==> config.mk <==
export PLATFORM = sky130hd
export DESIGN_NAME = position_counter
export DESIGN_NICKNAME = d
export VERILOG_FILES = /design/src/rtl/position_counter_pkg.sv /design/src/rtl/step_divider.sv /design/src/rtl/position_counter.sv
export SDC_FILE = /design/constraint.sdc
export NUM_CORES = 1
export LEC_CHECK = 0
export ABC_AREA = 1
export ABC_CLOCK_PERIOD_IN_PS = 5200
export CAP_MARGIN = 25
export CELL_PAD_IN_SITES_DETAIL_PLACEMENT = 1
export CELL_PAD_IN_SITES_GLOBAL_PLACEMENT = 1
export CORE_MARGIN = 5
export CORE_UTILIZATION = 35
export CTS_CLUSTER_SIZE = 14
export DETAILED_ROUTE_END_ITERATION = 12
export HOLD_SLACK_MARGIN = 0.1
export PLACE_DENSITY_LB_ADDON = 0.1
export SYNTH_ARGS = -nofsm -noshare
export SYNTH_HDL_FRONTEND = slang
export SYNTH_SLANG_ARGS = --single-unit
==> constraint.sdc <==
create_clock -name clk -period 5.2 [get_ports clk]
set_clock_uncertainty 0.2 [all_clocks]
set_input_delay 0.52 -clock clk [delete_from_list [all_inputs] [get_ports clk]]
set_output_delay 0.52 -clock clk [all_outputs]
set_load 0.05 [all_outputs]
==> src/rtl/position_counter_pkg.sv <==
// Shared constants, FSM state encoding and a saturating step helper for the
// lamp position counter.
package position_counter_pkg;

  localparam int POS_W        = 5;
  localparam int DIV_W        = 8;
  localparam int DEF_MAX_POS  = 15;
  localparam int DEF_STEP_DIV = 4;
  localparam int LAMP_W       = 32;

  typedef enum logic [1:0] {
    IDLE = 2'd0,
    UP   = 2'd1,
    DOWN = 2'd2,
    HOLD = 2'd3
  } state_t;

  // One position step in the given direction, clamped to [0, max_pos].
  function automatic logic [POS_W-1:0] sat_step(
    input logic [POS_W-1:0] pos,
    input logic             up,
    input logic [POS_W-1:0] max_pos
  );
    logic [POS_W-1:0] res;
    res = pos;
    if (up) begin
      if (pos < max_pos) res = pos + POS_W'(1);
    end else begin
      if (pos != '0) res = pos - POS_W'(1);
    end
    return res;
  endfunction

endpackage

==> src/rtl/step_divider.sv <==
// Prescaler: produces a one-cycle tick every DIV qualifying cycles; any
// cycle with run low or restart high clears the count and suppresses the tick.
module step_divider
  import position_counter_pkg::*;
#(
  parameter int DIV = DEF_STEP_DIV
) (
  input  logic clk,
  input  logic rst_n,
  input  logic run,
  input  logic restart,
  output logic tick_o
);

  localparam logic [DIV_W-1:0] LAST = DIV_W'(DIV - 1);

  logic [DIV_W-1:0] div_cnt_reg;
  logic [DIV_W-1:0] div_cnt_next;

  always_comb begin
    tick_o       = run && !restart && (div_cnt_reg == LAST);
    div_cnt_next = div_cnt_reg + DIV_W'(1);
    if (!run || restart || tick_o) begin
      div_cnt_next = '0;
    end
  end

  always_ff @(posedge clk) begin
    if (!rst_n) begin
      div_cnt_reg <= '0;
    end else begin
      div_cnt_reg <= div_cnt_next;
    end
  end

endmodule

==> src/rtl/position_counter.sv <==
// Lamp position counter: prescaled up/down stepping between 0 and MAX_POS,
// with bound flags, a step pulse and a thermometer-coded lamp bar.
module position_counter
  import position_counter_pkg::*;
#(
  parameter int MAX_POS  = DEF_MAX_POS,
  parameter int STEP_DIV = DEF_STEP_DIV
) (
  input  logic              clk,
  input  logic              rst_n,
  input  logic              enable,
  input  logic              increase,
  output logic [POS_W-1:0]  position,
  output logic              at_max,
  output logic              at_min,
  output logic              step,
  output logic [LAMP_W-1:0] lamps
);

  localparam logic [POS_W-1:0] MAX_P = POS_W'(MAX_POS);

  state_t           state_reg;
  state_t           state_next;
  logic [POS_W-1:0] pos_reg;
  logic [POS_W-1:0] pos_next;
  logic             inc_reg;
  logic             step_reg;
  logic             restart;
  logic             tick;

  // A direction change restarts the prescaler so the first step in the new
  // direction comes a full period later.
  assign restart = (increase != inc_reg);

  step_divider #(
    .DIV (STEP_DIV)
  ) u_step_divider (
    .clk     (clk),
    .rst_n   (rst_n),
    .run     (enable),
    .restart (restart),
    .tick_o  (tick)
  );

  always_comb begin
    pos_next = pos_reg;
    if (tick) begin
      case (state_reg)
        UP:      pos_next = sat_step(pos_reg, 1'b1, MAX_P);
        DOWN:    pos_next = sat_step(pos_reg, 1'b0, MAX_P);
        default: pos_next = pos_reg;
      endcase
    end
  end

  // State follows the inputs and the position about to be registered, so a
  // bound reached on this edge is reported as HOLD immediately.
  always_comb begin
    state_next = IDLE;
    if (enable) begin
      if (increase) begin
        state_next = (pos_next == MAX_P) ? HOLD : UP;
      end else begin
        state_next = (pos_next == '0) ? HOLD : DOWN;
      end
    end
  end

  always_ff @(posedge clk) begin
    if (!rst_n) begin
      state_reg <= IDLE;
      pos_reg   <= '0;
      inc_reg   <= 1'b0;
      step_reg  <= 1'b0;
    end else begin
      state_reg <= state_next;
      pos_reg   <= pos_next;
      inc_reg   <= increase;
      step_reg  <= (pos_next != pos_reg);
    end
  end

  assign position = pos_reg;
  assign step     = step_reg;
  assign at_max   = (pos_reg == MAX_P);
  assign at_min   = (pos_reg == '0);

  // Lamps at or above MAX_POS can never light, so they are tied low.
  for (genvar gi = 0; gi < LAMP_W; gi++) begin : g_lamp
    if (gi < MAX_POS) begin : g_live
      assign lamps[gi] = (POS_W'(gi) < pos_reg);
    end else begin : g_dead
      assign lamps[gi] = 1'b0;
    end
  end

endmodule

### Clock wires, drivers and flops, run 1

Scale bar: 20 um.
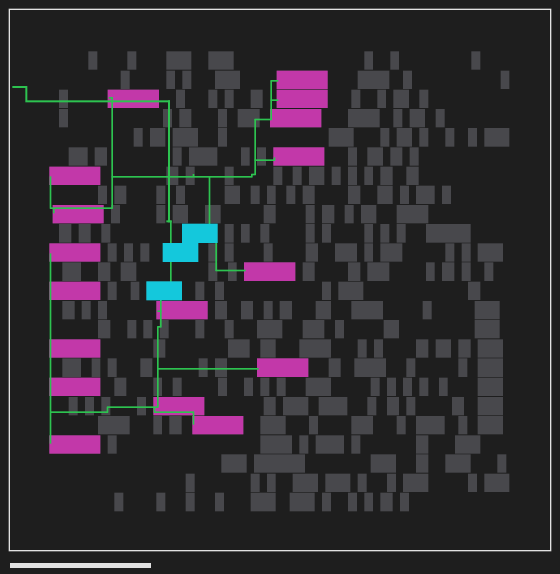
[clock wires] green | length: 233 um
[flip-flops] magenta | count: 17
[clock drivers] cyan | count: 3
routed clock nets	4
clock power share: 35.4%
Clk power: 96.9 uW
latest clock arrival within the worst-skew pair: 0.24 ns

### Routing congestion map, run 1

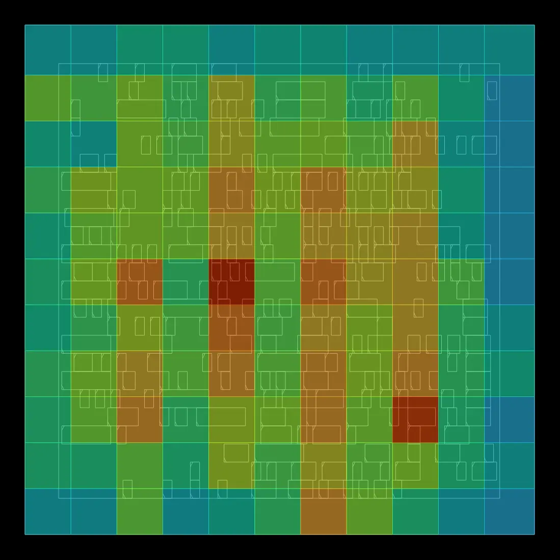
post-DR wirelength/cell: 12.6 um
gr busiest metal: met2
fin util: 42.0%

### M3 wires, run 1

Scale bar: 20 um.
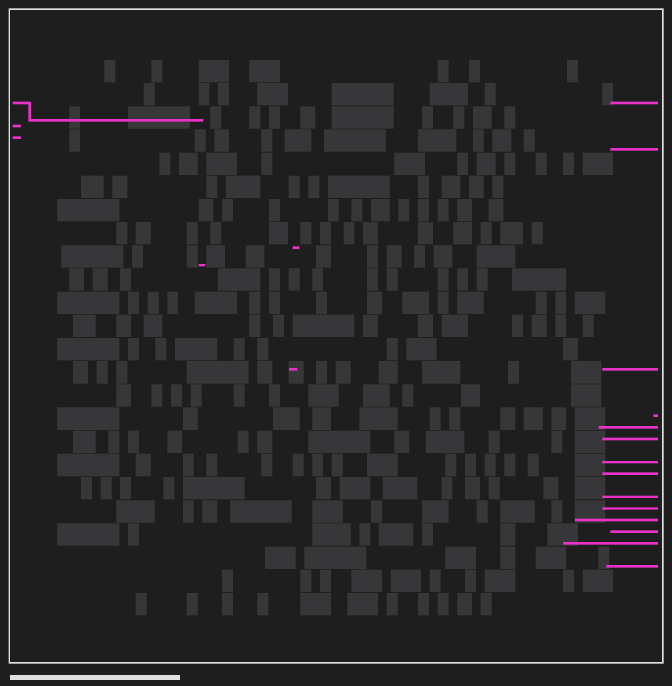
share of all routed wire	2.8%
wire length on this layer	113 um
longest straight run	20.2 um
nets with wire on the layer	18
aggregate routed wire length: 3980 um
vias after detailed routing: 1464
GR Util met3: 1.65%

==> run_results.csv, run 1 <==
group,metric,value,unit
grt,grt.total_usage,13.9,%
grt,grt_overflow_total,0,
min_path,hp-class,"reg2reg",
grt,grt_max_degree,14,
yosys,ys.flop_type,"dfxtp_1",
grt,grt_pass1_wl,6940,um
final_timing,setup_violations,0,
final_layout,syn2layout_area_growth,17.3,%
clocking,cts-root-buf,"clkbuf_8",
final_timing,period_needed,3.04,ns
yosys,fa_ha_area_share,6.46,%
final_timing,grt_setup_unrepaired,"false",
final_timing,worst_pin_slew,0.573,ns
clocking,cts.path.max_buffers,2,
final_layout,stdcell_count,317,
final_layout,drive_gt1_share,12.1,%
yosys,synth_area,1550,um2
floorplan,die-area,5860,um2
yosys,area_leaders,"dfxtp_1 22%, nand2_1 13%, buf_4 8.7%",
floorplan,fp-row-count,24,
worst_setup_path,path_buffers,2,
yosys,top_cell_area_share,22.0,%
worst_setup_path,arrival,2.32,ns
worst_setup_path,crit_type,"reg2out",
yosys,aoi_share,9.05,%
detailed_routing,drc,0,
clocking,postCtsHoldBufs,0,
final_layout,largest_reg_flops,8,
worst_setup_path,path_cells,"inv_2, nand2_1, a21oi_1, a31oi_1, clkdlybuf4s50_1",
status,status,"finished clean",
yosys,ys_async_sr_fraction,0,%
final_timing,fmax,0.329,GHz
yosys,synthMuxAreaShare,0,%
job,warnings,30,
detailed_routing,drtIter0Drc,67,
clocking,cts_made_buffers,3,
yosys,simple_gate_area_share,41.7,%
yosys,syn_inst,240,
yosys,synth_area_per_cell,6.45,um2
yosys,ys_top_logic_family,"simple AND/OR/NAND/NOR gates",
worst_setup_path,path_delay_family,"buffers and inverters",
detailed_routing,viasPerCell,4.62,
[run 1: per-stage QoR]
| step | util, % | worst slack [ns] |
|---|---|---|
| floorplan | - | 2.17 |
| global placement | 41.0 | 2.39 |
| detailed placement | 41.0 | 2.41 |
| CTS | 42.0 | 2.14 |
| global route | 42.0 | 1.96 |
| finish | 42.0 | 2.16 |
[run 1: synthesized netlist by cell type (2+ instances only)]
library cell   n
a21oi_1       10
nand2_2        5
nor2_4         3
buf_4         18
dfxtp_1       17
nand3_1       19
nor3_1         5
ha_1           8
nand3_2        3
o21ai_0        5
buf_6          2
nor2_1        28
a21oi_2        3
nor2_2         5
nand2_1       53
nor3b_1        2
nand4_1        4
inv_2          5
inv_1         31
o21ai_2        2
[run 1: routing by layer]
layer  vias up  routed length, um  track usage, %
met1       674               1790            16.7
met4         0                 31            2.62
met3         4                112            1.65
li1        767                  -               -
met5         -                  0               0
met2        19               2050            26.0
[run 1: report_power, final]
group / total [uW] / switching, uW / internal (uW)
Sequential: 133 / 0.993 / 132
Clock: 96.9 / 42.7 / 54.2
Combinational: 44.1 / 37.8 / 6.35
[run 1: worst paths after layout]
kind / from / to / slack, ns / cells past startpoint
setup / recovery: position[4] / lamps[10] / 2.16 / 5
setup reg to reg: position[1] / step / 2.89 / 12
hold / removal: u_step_divider.div_cnt_reg[0] / u_step_divider.div_cnt_reg[0] / 0.25 / 1
hold reg to reg: u_step_divider.div_cnt_reg[0] / u_step_divider.div_cnt_reg[0] / 0.25 / 1
[run 1: cell type report]
type	instances	area [um2]	area share, %
multi-input cells	181	967	53.2
flip-flops and latches	17	340	18.7
repair buffers	26	260	14.3
inverters	37	139	7.64
well taps	52	65.1	3.58
clock buffers	4	45.0	2.48
==> run 1 -> run 2 <==
- ABC_CLOCK_PERIOD_IN_PS: 5200 -> 2600
- CORE_UTILIZATION: 35 -> 30
- clock period: 5.2 -> 2.6 ns (I/O delays scaled with it)
### Clock wires, drivers and flops, run 2

Scale bar: 20 um.
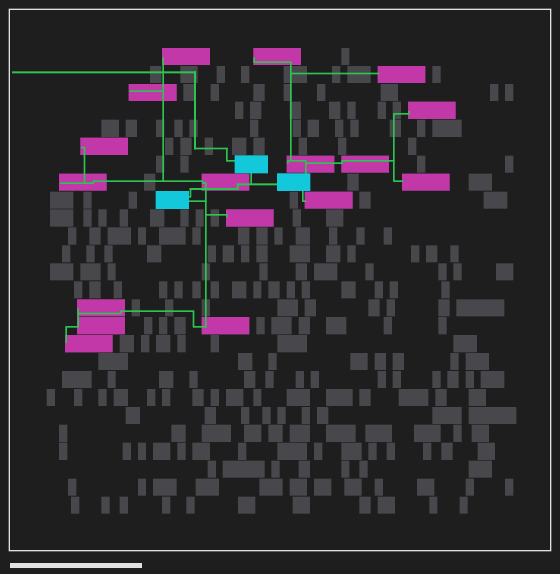
[clock wires] green | length: 254 um
[flip-flops] magenta | count: 17
[clock drivers] cyan | count: 3
routed clock nets	4
clock power share: 35.7%
latest clock arrival within the worst-skew pair: 0.25 ns
Clk power: 197 uW

### Metal 2, run 2

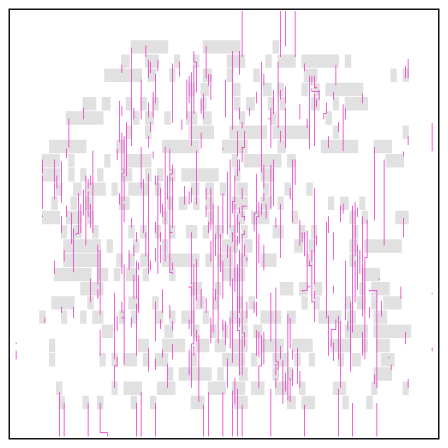
longest straight run	26.2 um
main direction	vertical
nets with wire on the layer	234
share of all routed wire	45%
aggregate routed wire length: 4200 um
met2 usage: 22.5%
vias after detailed routing: 1491

==> run 2 against run 1 <==
Net effect:
- critical path depth down 1
- non-clock buffer count up 5
- total power up 100%
- worst hold slack worse by 0.0054 ns
- die area up 14%
- global-route usage down 0.68 points
- routed wire length up 5.3%
- area after synthesis unchanged
- sequential power up 100%
- flip-flop count unchanged
- largest cell class unchanged
- largest power group unchanged
==> run_results.csv, run 2 <==
group,metric,value,unit
floorplan,die-area,6700,um2
detailed_routing,drc,0,
yosys,fa_ha_area_share,6.46,%
worst_setup_path,crit_type,"reg2out",
final_timing,period_needed,2.43,ns
yosys,ys_top_logic_family,"simple AND/OR/NAND/NOR gates",
yosys,ys_async_sr_fraction,0,%
grt,grt_overflow_total,0,
final_timing,timing.final.ws_setup,0.170,ns
yosys,simple_gate_area_share,41.7,%
final_layout,syn2layout_area_growth,20.5,%
power,p_comb_share,16.2,%
final_timing,grt_setup_unrepaired,"false",
power,internal_power,384,uW
power,p_switching,169,uW
worst_setup_path,arrival,1.97,ns
grt,grt_pass1_wl,6870,um
yosys,ys.flop_type,"dfxtp_1",
final_timing,final.setup.tns,0,ns
placed_design,dp_slack,0.203,ns
final_layout,post-route-util,36.8,%
clocking,postCtsHoldBufs,0,
grt,grt.total_usage,13.2,%
yosys,top_cell_area_share,22.0,%
yosys,syn_inst,240,
clocking,cts-root-buf,"clkbuf_8",
worst_setup_path,reg2reg_slack,0.25,ns
min_path,hp-class,"reg2reg",
yosys,aoi_share,9.05,%
final_layout,ff_latch_area,340,um2
job,warnings,30,
detailed_routing,wl_per_cell,12.3,um
final_timing,setup_violations,0,
yosys,synth_area,1550,um2
floorplan,fp-row-count,26,
final_layout,comb_area,973,um2
status,status,"finished clean",
grt,grt_max_degree,11,
yosys,synth.most_common_cell,"nand2_1",
clocking,cts_made_buffers,3,
final_timing,fmax,0.412,GHz
final_timing,worst_pin_slew,0.608,ns
final_layout,stdcell_count,340,
detailed_routing,viasPerCell,4.39,
power,p_sw_share,30.6,%
yosys,synthMuxAreaShare,0,%
detailed_routing,drtIter0Drc,43,
power,seqPwrFrac,48.1,%
## run 2: cell counts after synthesis
Identical to the previous run, type by type.
## run 2: critical path, stage by stage, from the launching register on
cell	delay, ns
dfxtp_1	0.59
inv_1	0.23
nand3_4	0.16
inv_1	0.05
clkdlybuf4s50_1	0.69
## run 2: power by group through the flow
stage	Sequential [uW]	Clock [uW]	Combinational (uW)
6_report	266	197	89.8
4_1_cts	266	207	89.8
3_3_place_gp	272	0	89.5
5_1_grt	266	214	96.7
2_1_floorplan	271	0	95.7
3_5_place_dp	272	0	89.8
## run 2: logic make-up after synthesis
logic type | count (synthesis)
other cells | 1
buf+inv | 58
fa+ha+maj | 8
xor+xnor | 2
simple gates | 131
flops | 17
compound gates | 23
## run 2: per-stage QoR
step,total power (uW),hold slack [ns]
2_1_floorplan,367,0.144
3_3_place_gp,361,0.232
3_5_place_dp,362,0.236
4_1_cts,563,0.252
5_1_grt,577,0.273
6_report,553,0.247
## run 2: path summary, 6_finish.rpt
path	start	end	depth (start not counted)
min reg2reg	u_step_divider.div_cnt_reg[0]	u_step_divider.div_cnt_reg[0]	1
max reg2reg	position[4]	step	10
max	position[2]	at_min	4
min	u_step_divider.div_cnt_reg[0]	u_step_divider.div_cnt_reg[0]	1
## run 2: layout make-up
| class | instances | share of cell area, % |
|---|---|---|
| sequential | 17 | 18.2 |
| clock inverter | 1 | 0.268 |
| tap | 70 | 4.69 |
| timing repair buffer | 31 | 15.0 |
| inverter | 37 | 7.44 |
| clock buffer | 3 | 2.21 |
| multi-input combinational | 181 | 52.1 |
## run 2: routing by layer
metal	wire [um]	up-vias	global-route usage, %
met5	0	-	0
met4	11	0	1.50
met3	158	2	1.97
met2	1910	25	22.5
met1	2120	685	18.0
li1	-	779	-
No activity file was given, so power comes from the tool's default toggle rates.
